Figure 1. Metal layers overlaid.
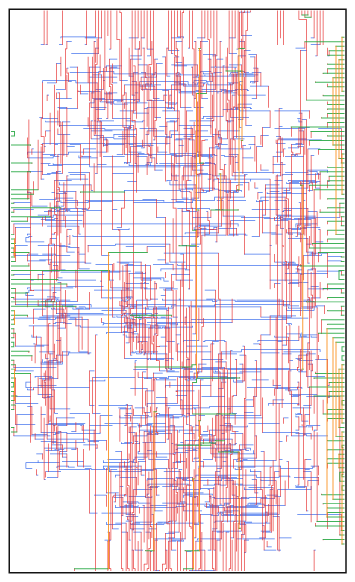
Figure 2. Clock distribution.
Bar = 20 µm.
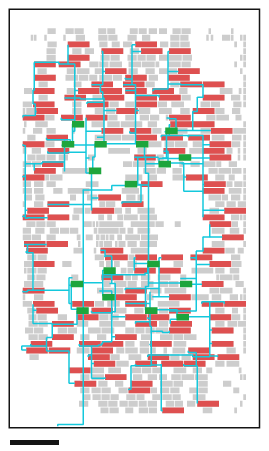
Figure 3. Placed standard cells.
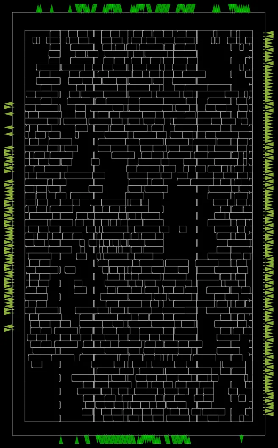
Figure 4. Layout detail.
Window x 31 to 71, y 31 to 71 µm. Cells in gray, sequential cells in the stronger gray; small squares are vias.
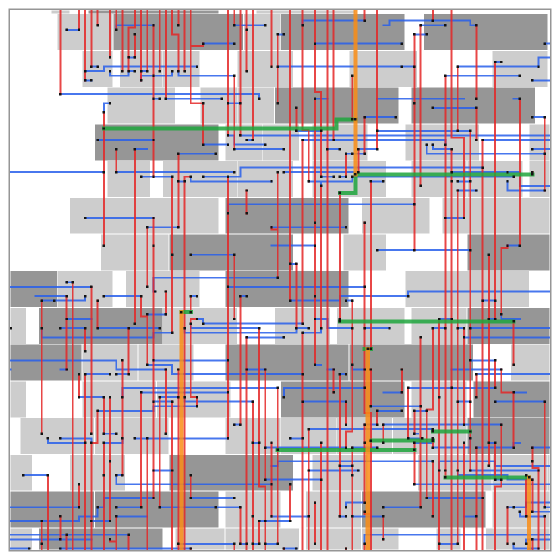
### src/rtl/fetch_queue.sv
// fetch_queue: issues icache reads at cpc and queues {instr, npc} for decode; ihit -> id_valid next cycle.
// Backpressure: a full FIFO drops iREN and pcEn. Optional counters behind `ifdef FETCH_STATS_EN.
module fetch_queue #(
  parameter int         DEPTH   = 2,
  parameter logic [5:0] HALT_OP = 6'h3F
) (
  input  logic        CLK,
  input  logic        nRST,
  input  logic [31:0] cpc,
  input  logic [31:0] npc,
  output logic        pcEn,
  output logic        iREN,
  output logic [31:0] iaddr,
  input  logic        ihit,
  input  logic [31:0] iload,
  input  logic        flush,
  output logic        id_valid,
  input  logic        id_ready,
  output logic [31:0] id_instr,
  output logic [31:0] id_npc,
  output logic        halted,
  output logic [31:0] stat_fetched,
  output logic [31:0] stat_stall
);

  localparam int AW = (DEPTH > 1) ? $clog2(DEPTH) : 1;
  localparam int CW = $clog2(DEPTH + 1);

  typedef enum logic {FETCH, HALTED} state_t;

  state_t          r_state;
  logic [AW-1:0]   r_wr_ptr;
  logic [AW-1:0]   r_rd_ptr;
  logic [CW-1:0]   r_count;
  logic [31:0]     r_instr [DEPTH];
  logic [31:0]     r_npc   [DEPTH];

  logic w_full;
  logic w_push;
  logic w_pop;

  assign w_full = (r_count == CW'(DEPTH));

  // Gated by nRST so no request or PC load escapes while reset is held.
  assign iREN  = nRST & (r_state == FETCH) & ~w_full & ~flush;
  assign pcEn  = nRST & (flush | (iREN & ihit));
  assign iaddr = cpc;

  assign w_push = iREN & ihit;
  assign w_pop  = id_valid & id_ready;

  assign id_valid = (r_count != '0);
  assign id_instr = r_instr[r_rd_ptr];
  assign id_npc   = r_npc[r_rd_ptr];
  assign halted   = (r_state == HALTED);

  always_ff @(posedge CLK or negedge nRST) begin
    if (!nRST) begin
      r_state  <= FETCH;
      r_wr_ptr <= '0;
      r_rd_ptr <= '0;
      r_count  <= '0;
      for (int i = 0; i < DEPTH; i++) begin
        r_instr[i] <= '0;
        r_npc[i]   <= '0;
      end
    end else if (flush) begin
      // Redirect wins over any pop; stale entries stay in storage but are invalid.
      r_state  <= FETCH;
      r_wr_ptr <= '0;
      r_rd_ptr <= '0;
      r_count  <= '0;
    end else begin
      if (w_push) begin
        r_instr[r_wr_ptr] <= iload;
        r_npc[r_wr_ptr]   <= npc;
        r_wr_ptr          <= r_wr_ptr + AW'(1);
        if (iload[31:26] == HALT_OP) begin
          r_state <= HALTED;
        end
      end
      if (w_pop) begin
        r_rd_ptr <= r_rd_ptr + AW'(1);
      end
      unique case ({w_push, w_pop})
        2'b10:   r_count <= r_count + CW'(1);
        2'b01:   r_count <= r_count - CW'(1);
        default: r_count <= r_count;
      endcase
    end
  end

`ifdef FETCH_STATS_EN
  logic [31:0] r_stat_fetched;
  logic [31:0] r_stat_stall;

  always_ff @(posedge CLK or negedge nRST) begin
    if (!nRST) begin
      r_stat_fetched <= '0;
      r_stat_stall   <= '0;
    end else begin
      if (w_push) begin
        r_stat_fetched <= r_stat_fetched + 32'd1;
      end
      if (iREN & ~ihit) begin
        r_stat_stall <= r_stat_stall + 32'd1;
      end
    end
  end

  assign stat_fetched = r_stat_fetched;
  assign stat_stall   = r_stat_stall;
`else
  assign stat_fetched = '0;
  assign stat_stall   = '0;
`endif

endmodule

### config.mk
export PLATFORM = sky130hd
export DESIGN_NAME = fetch_queue
export DESIGN_NICKNAME = d
export VERILOG_FILES = /design/src/rtl/fetch_queue.sv
export SDC_FILE = /design/constraint.sdc
export NUM_CORES = 1
export LEC_CHECK = 0
export CORE_ASPECT_RATIO = 1.75
export CORE_MARGIN = 5
export CORE_UTILIZATION = 45
export CTS_BUF_LIST = sky130_fd_sc_hd__clkbuf_8
export CTS_CLUSTER_SIZE = 40
export DETAILED_ROUTE_END_ITERATION = 10
export GPL_ROUTABILITY_DRIVEN = 1
export HOLD_SLACK_MARGIN = 0.12
export PLACE_DENSITY = 0.83
export SLEW_MARGIN = 20
export SYNTH_ARGS = -nofsm -noshare
export SYNTH_HDL_FRONTEND = slang
export SYNTH_SLANG_ARGS = --single-unit
### constraint.sdc
create_clock -name CLK -period 1.8 [get_ports CLK]
set_clock_uncertainty 0.05 [all_clocks]
set_input_delay 0.27 -clock CLK [delete_from_list [all_inputs] [get_ports CLK]]
set_output_delay 0.27 -clock CLK [all_outputs]
set_load 0.03 [all_outputs]
==> flow report <==
CRITICAL PATH
--------------------------------------------------------------------------------------------------
Required time reported for the critical path endpoint                                      1480 ps
Critical path class                                                                   flop to primary output
Critical path endpoint category                                                       primary output
Arrival time of data at the critical path endpoint                                         1730 ps

DRT
--------------------------------------------------------------------------------------------------
Detail-routed via count per cell                                                             4.970
Uppermost layer routed                                                                        met4
Wl on met1                                                                                5.723 mm
Routed length on met2                                                                     9.194 mm
Starting DRC count in detailed routing                                                         100

CLOCK NETWORK
--------------------------------------------------------------------------------------------------
Clock transition time at the flip-flop clock pins of the worst setup and hold paths          70 ps
Largest buffer count on any clock path                                                           2
Number of sinks driven by the clock tree                                                       133

POWER AND IR DROP
--------------------------------------------------------------------------------------------------
Switching Fraction                                                                          0.3200
Largest power group                                                                      registers
P_comb                                                                                     3700 µW
Internal power                                                                             7147 µW
Sequential cell fraction of total power                                                      0.397
Cell area power density                                                                1186 mW/mm²
Combinational Power Share                                                                    0.352
NetSw                                                                                      3363 µW

LAYOUT
--------------------------------------------------------------------------------------------------
Signal inverters                                                                                 2
Logic gate fraction of the total cell area                                                  0.3225
Share of cells above drive strength 1                                                       0.5436
Area of the multi-input gates                                                         0.002858 mm²
Antenna Cells                                                                                    0

PLACEMENT
--------------------------------------------------------------------------------------------------
Routability-driven placement congestion ratio                                               0.7514
Cell count after placement                                                                     748

RUN STATUS
--------------------------------------------------------------------------------------------------
Run status                                                                            finished, violations left
Violated checks                                                                       negative setup slack

SYNTH
--------------------------------------------------------------------------------------------------
Simple-Gate Area Share                                                                     0.02305
Cell taking the most area after synthesis                                             sky130_fd_sc_hd__dfrtp_1
Top cell types by occurrence after synthesis                                          sky130_fd_sc_hd__mux2_2 (187), sky130_fd_sc_hd__dfrtp_1 (133), sky130_fd_sc_hd__buf_4 (97)
Main logic family after synthesis                                                     multiplexers
Leading post-synthesis cells by cell area                                             sky130_fd_sc_hd__dfrtp_1 (50%), sky130_fd_sc_hd__mux2_2 (32%), sky130_fd_sc_hd__buf_4 (11%)
Fraction of registers with async set/reset                                                   1.000
Leading cell type by number of instances after synthesis                              sky130_fd_sc_hd__mux2_2
Portion of netlist area occupied by mux cells                                               0.3287
Post-synthesis instance area                                                          0.006623 mm²

GRT
--------------------------------------------------------------------------------------------------
GR peak layer                                                                                 met2
Global routing met3 resource utilization                                                   0.03897
Maximum number of pins on one net before global-route repair                                    97

TIMING
--------------------------------------------------------------------------------------------------
Count of final hold-check violations                                                             0
Fmax                                                                                     487.6 MHz
Slack of the critical path                                                               -250.9 ps
RSZ-0062 raised after global routing                                                          true
Total of endpoints with negative setup slack in the final report                                74

DIE
--------------------------------------------------------------------------------------------------
IO Pins                                                                                        265

Notes on Figure 1 above:
Key: orange = M4 [wire length 836 µm]; green = M3 [wire length 918 µm]; red = M2 [wire length 9190 µm]; blue = M1 [wire length 5720 µm]
all-layer global routing usage: 0.1759
routed wire length: 16.67 mm
vias after detailed routing: 4031

Notes on Figure 2 above:
Key: green = clock-net drivers [count 17]; cyan = clock wires [length 1670 µm]; red = flip-flops [count 133]
Position of the flops: widely spread. There are 18 routed clock nets.
worst skew pair latency: 410 ps
Clock net power: 2640 µW
clock network power share: 0.251

Notes on Figure 3 above:
number of tap cells inserted: 180
registers: 133
core outline area: 0.01444 mm²
Filler cells: 1108

Notes on Figure 4 above:
Key: orange = M4; red = M2; blue = M1; green = M3
Most frequent: dfrtp_1 (22), mux2_2 (16), mux2_4 (14). 82 logic cells have their middle in the window. Sequential cells in the window: 23. Netlist names of flops here include r_npc (22), r_count (1).

[cell usage in the layout, fill, tap and decap left out, drive strengths merged, types with 5 or more instances in the layout]
cell           instances
clkinv                 5
conb                  64
dfrtp                133
clkdlybuf4s15         27
clkbuf                28
clkdlybuf4s50         66
buf                   76
inv                    5
mux2                 192
[registers in the layout, indices dropped and copies added (netlist names)]
name	count
r_instr	64
r_npc	64
r_count	2
halted	1
r_rd_ptr	1
r_wr_ptr	1
[path summary, 6_finish.rpt]
path                       cells after the start  slack [ps]        from     endpoint
setup reg to reg                               6         -10  r_count[1]    r_npc[50]
max in group asynchronous                      4         570        nRST  r_instr[19]
hold reg to reg                                1         440   r_npc[17]    r_npc[17]
hold / removal                                 3         210       flush   r_count[0]
setup / recovery                               5        -250    r_rd_ptr   id_npc[14]
min in group asynchronous                      3         360        nRST       halted
[worst register-to-register path: stages, from the launching register on]
cell and delay [ps]:
sky130_fd_sc_hd__dfrtp_2 420, sky130_fd_sc_hd__and2b_2 210, sky130_fd_sc_hd__buf_6 120, sky130_fd_sc_hd__nor3_4 210, sky130_fd_sc_hd__buf_12 190, sky130_fd_sc_hd__clkbuf_16 190, sky130_fd_sc_hd__mux2_4 310
[logic make-up (layout without fill, tap and decap cells)]
| logic type | Yosys count | count (layout) |
|---|---|---|
| mux | 192 | 192 |
| flops | 133 | 133 |
| buf+inv | 118 | 215 |
| simple gates | 19 | 19 |
| compound gates | 7 | 7 |
| other cells | 1 | 64 |
| xor+xnor | 1 | 1 |
[what timing repair did]
item | CTS | global route
gates cloned | 1 | 9
setup buffers | 11 | 9
pin swaps | 1 | 3
hold buffers | 1 | 1
endpoints found under the setup margin | 68 | 131
endpoints found under the hold margin | 37 | 2
gates resized | 253 | 138
No activity file was given, so power comes from the tool's default toggle rates.
